`config.mk`:
```
export PLATFORM = sky130hd
export DESIGN_NAME = if_id_buf
export DESIGN_NICKNAME = d
export VERILOG_FILES = /design/src/rtl/if_id_buf.sv
export SDC_FILE = /design/constraint.sdc
export NUM_CORES = 1
export LEC_CHECK = 0
export ABC_AREA = 1
export CAP_MARGIN = 20
export CORE_MARGIN = 1
export CORE_UTILIZATION = 35
export DETAILED_ROUTE_END_ITERATION = 10
export HOLD_SLACK_MARGIN = 0.05
export SYNTH_ARGS = -nofsm -noshare
export SYNTH_HDL_FRONTEND = slang
export SYNTH_SLANG_ARGS = --single-unit
```
`constraint.sdc`:
```
create_clock -name clk -period 8.39 [get_ports clk]
set_input_delay 0.839 -clock clk [delete_from_list [all_inputs] [get_ports clk]]
set_output_delay 0.839 -clock clk [all_outputs]
set_load 0.01 [all_outputs]
```
`src/rtl/if_id_buf.sv`:
```
`default_nettype none
// ============================================================================
//  Module   : if_id_buf
//  Brief    : Two-entry in-order fetch buffer between instruction fetch and
//             decode. Holds {pc, inst, misalign} and presents the head entry
//             to decode from registers; a redirect (flush) empties it.
//  Revision : 1.0 - initial release
// ============================================================================
module if_id_buf #(
    parameter int          DEPTH    = 2,
    parameter logic [31:0] NOP_INST = 32'h0000_0013
) (
    input  logic        clk,
    input  logic        rst,
    input  logic        fetch_valid_i,
    input  logic [31:0] fetch_pc_i,
    input  logic [31:0] fetch_inst_i,
    output logic        fetch_ready_o,
    input  logic        flush_i,
    output logic        id_valid_o,
    output logic [31:0] id_pc_o,
    output logic [31:0] id_inst_o,
    output logic        id_misalign_o,
    input  logic        id_ready_i,
    output logic [1:0]  buf_count_o,
    output logic [31:0] retire_cnt_o
);

    // Occupancy at which the buffer refuses new entries. Only a depth of two
    // is supported, so 1-bit pointers are sufficient.
    localparam logic [1:0] c_FULL = 2'(DEPTH);

    // Entry storage (data path only, no reset needed: masked by r_count)
    logic [31:0] r_pc   [2];
    logic [31:0] r_inst [2];
    logic        r_mis  [2];

    logic        r_head;
    logic        r_tail;
    logic [1:0]  r_count;
    logic [31:0] r_retire;

    logic        w_valid;
    logic        w_push;
    logic        w_pop;

    // Handshakes: readiness never looks at decode, so a full buffer cannot
    // pass an entry straight through in the same cycle. Flush kills both.
    assign w_valid       = (r_count != 2'd0);
    assign fetch_ready_o = (r_count < c_FULL);
    assign w_push        = fetch_valid_i & fetch_ready_o & ~flush_i;
    assign w_pop         = w_valid & id_ready_i & ~flush_i;

    // Write the offered entry at the tail; misalignment is captured at fetch
    assign id_valid_o    = w_valid;

    always_ff @(posedge clk) begin
        if (w_push) begin
            r_pc[r_tail]   <= fetch_pc_i;
            r_inst[r_tail] <= fetch_inst_i;
            r_mis[r_tail]  <= (fetch_pc_i[1:0] != 2'b00);
        end
    end

    // Pointer, occupancy and retire-count bookkeeping; reset beats flush,
    // flush beats push/pop
    always_ff @(posedge clk) begin
        if (rst) begin
            r_head   <= 1'b0;
            r_tail   <= 1'b0;
            r_count  <= 2'd0;
            r_retire <= 32'd0;
        end else if (flush_i) begin
            r_head   <= 1'b0;
            r_tail   <= 1'b0;
            r_count  <= 2'd0;
        end else begin
            if (w_push) begin
                r_tail <= ~r_tail;
            end
            if (w_pop) begin
                r_head   <= ~r_head;
                r_retire <= r_retire + 32'd1;
            end
            case ({w_push, w_pop})
                2'b10:   r_count <= r_count + 2'd1;
                2'b01:   r_count <= r_count - 2'd1;
                default: r_count <= r_count;
            endcase
        end
    end

    // Head entry toward decode; an empty buffer shows a NOP at pc 0
    always_comb begin
        id_pc_o       = 32'd0;
        id_inst_o     = NOP_INST;
        id_misalign_o = 1'b0;
        if (w_valid) begin
            id_pc_o       = r_pc[r_head];
            id_inst_o     = r_inst[r_head];
            id_misalign_o = r_mis[r_head];
        end
    end

    assign buf_count_o  = r_count;
    assign retire_cnt_o = r_retire;

endmodule
`default_nettype wire

```
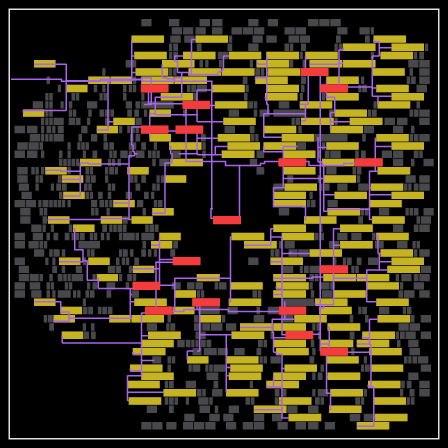
**Above:** clock wires, drivers and flops.
Key: clock drivers = red [count 17]; clock wires = purple [length 1,980 um]; flip-flops = yellow [count 167]
Position of the flops: widely spread. There are 18 routed clock nets.

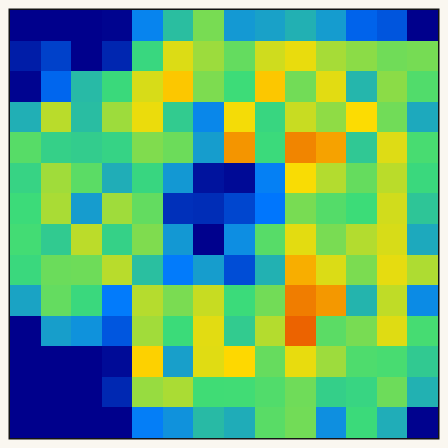
**Above:** cell area per tile.
14 x 14 tiles, from dark blue (low) to red (high), 0 to 100% covered.
The mean over all tiles is 45%. 10% of the tiles are nearly empty. The emptiest ninth of the die: south-west. The fullest tile reaches 89%.
Initial Util: 36.07%
final core utilization: 49.76%
core area: 0.01889 mm^2

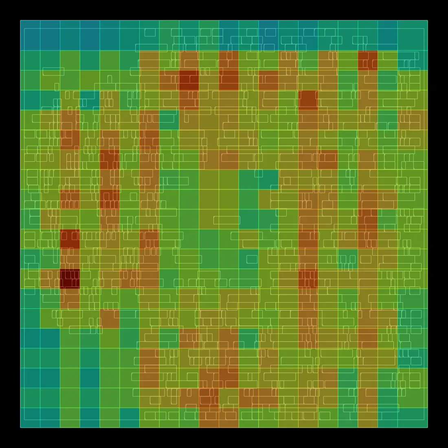
**Above:** congestion heat map.
most used routing layer: met2
met3 Use GR: 5.096%
met1 GRT Util: 20.60%
All-Layer GR Usage: 17.20%
routing usage on met2: 29.74%

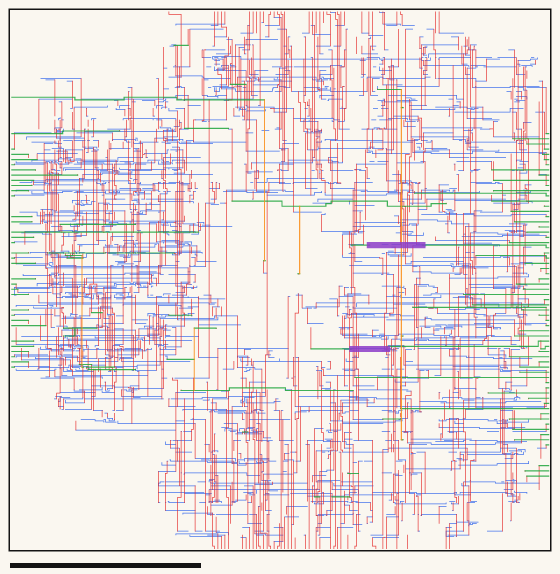
**Above:** metal layers overlaid.
Scale bar: 50 um.
Key: metal 3 = green [wire length 1,150 um]; metal 2 = red [wire length 7,930 um]; metal 1 = blue [wire length 7,270 um]; metal 4 = orange [wire length 198 um]; metal 5 = purple [wire length 23.0 um]

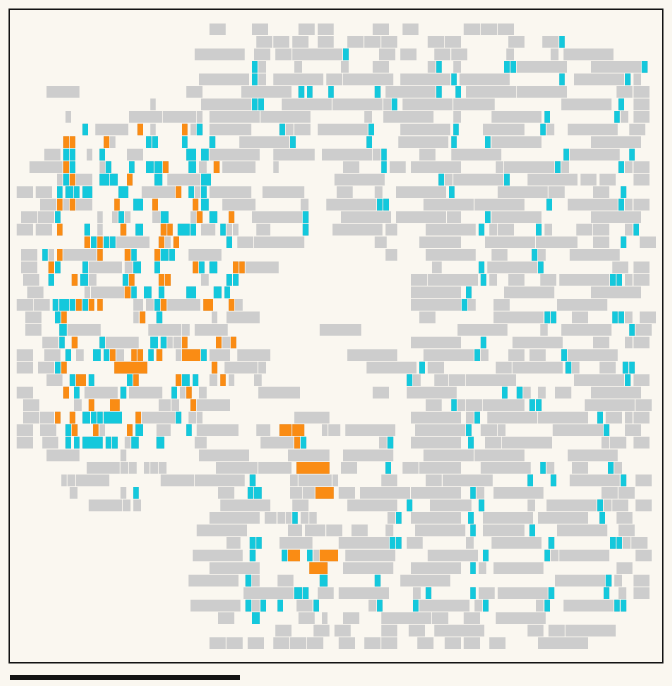
**Above:** selected gate families.
Scale bar: 50 um.
Key: nor cells = orange [cells 82]; nand cells = cyan [cells 246, where widely spread]

## sequential cells by signal, summed over array words and instances (netlist names), named ones only
| register | count |
|---|---|
| r_mis | 2 |
| r_pc | 64 |
| retire_cnt_o | 32 |
| r_tail | 1 |
| buf_count_o | 2 |
| r_head | 1 |
| r_inst | 64 |
## tightest hold or removal path: stages, from the launching register on
cell     delay, ns
dfxtp_1       0.34
inv_1         0.07
a21oi_1       0.06
## power by group through the flow
| stage | registers (mW) | clock network, mW | logic, mW |
|---|---|---|---|
| 2_1_floorplan | 0.935 | 0 | 0.0352 |
| 4_1_cts | 0.916 | 0.839 | 0.103 |
| 3_5_place_dp | 0.934 | 0 | 0.103 |
| 5_1_grt | 0.917 | 0.874 | 0.110 |
| 3_3_place_gp | 0.934 | 0 | 0.102 |
| 6_report | 0.916 | 0.823 | 0.101 |
## worst paths after layout
check / depth (start not counted) / from / endpoint
worst max-delay path: 5 / flop / id_inst_o[31]
worst min-delay path: 2 / retire_cnt_o[8]$_SDFFE_PP0P_ / retire_cnt_o[8]$_SDFFE_PP0P_
worst max register to register: 4 / buf_count_o[1]$_SDFFE_PP0P_ / r_pc[0][28]$_DFFE_PP_
worst min register to register: 2 / retire_cnt_o[8]$_SDFFE_PP0P_ / retire_cnt_o[8]$_SDFFE_PP0P_
## layer usage
metal / up-vias / wire (um) / GRT usage, %
li1: 2564 / - / -
met1: 2390 / 7269 / 20.60
met5: - / 23 / 0
met2: 153 / 7931 / 29.74
met3: 19 / 1148 / 5.096
met4: 4 / 197 / 5.263
## stage by stage
stage          hold slack (ns)  worst slack, ns  utilization, %
2_1_floorplan           0.4994            4.088               -
5_1_grt                 0.5583            4.883           49.76
4_1_cts                 0.5160            5.011           49.76
3_3_place_gp            0.5001            5.116           46.46
3_5_place_dp            0.5002            5.113           46.46
6_report                0.5135            5.024           49.76
## area by class of cell
type	count	area share, %
Sequential cell	167	49.41
Multi-Input combinational cell	430	20.55
Timing Repair Buffer	174	18.39
Clock buffer	17	4.525
Tap cell	260	3.460
Clock inverter	14	2.103
Inverter	39	1.557
## cells by family after synthesis
group / count (synthesis) / share of synthesized area, %
xor+xnor: 2 / 0.2571
simple gates: 330 / 20.34
flops: 167 / 68.15
compound gates: 96 / 7.160
fa+ha+maj: 2 / 0.3671
buf+inv: 63 / 3.727
## cells in the final DEF, fill, tap and decap left out, types with 4 or more instances in the layout
master / n
edfxtp_1: 130
inv_1: 35
clkbuf_16: 17
o21ai_0: 10
buf_4: 5
nand4_1: 8
nor2_4: 4
a21oi_1: 82
clkinv_4: 4
nor2_1: 70
nand2_1: 206
dfxtp_1: 36
clkdlybuf4s50_1: 169
bufinv_16: 4
nand3_1: 29
==> flow_summary.ini <==
; flow metrics
[clock_network]
htreeDepth = 4
clock_latency_ns = 0.42
cts_root_buf = clkbuf_16
postCtsSetupRepairBufs = 0
cts_tree = yes

[yosys]
syn_avg_cell_area_um2 = 10.33
edf_count = 130
yosysChipArea_mm2 = 0.006815
area_leaders = edfxtp_1, nand2_1, dfxtp_1
syn_nets = 731
top_cells_by_count = nand2_1, edfxtp_1, a21oi_1
flop_cell = edfxtp_1
largest_area_cell = edfxtp_1
ys_warn_count = 0

[placement]
dp_cells = 1070

[power]
p_total_mw = 1.840
clkPwrFrac_pct = 44.7
leakage_nw = 3.269

[layout]
finalNonFillerCells = 1101
final_area_mm2 = 0.009402
comb_area_mm2 = 0.001932
n_antenna_cell = 0
syn2layout_area_growth_pct = 37.95
regArea_mm2 = 0.004646
nFillCells = 1741

[sta]
drv_slew = 0
timing_hold_violations_final = 0
setup-violations-final = 0
skew_ns = 0.01046
rsz0062_at_grt = false
slew_headroom_pct = 42.01
fin_tns_setup_ns = 0

[global_routing]
overflow = 0
grt_max_degree = 66

[worst_setup_path]
worstPathRequired_ns = 7.55
crit_chain = inv_2, buf_4, nand2_1, a21oi_1, clkdlybuf4s50_1
worst-r2r-setup-slack_ns = 6.03
path_buffers = 3
end_kind = primary output

[flow_run]
cap_violations = 0

[die]
std_cell_rows = 50
die_x_um = 141.5

[outcome]
status = complete, no violations
No activity file was given, so power comes from the tool's default toggle rates.
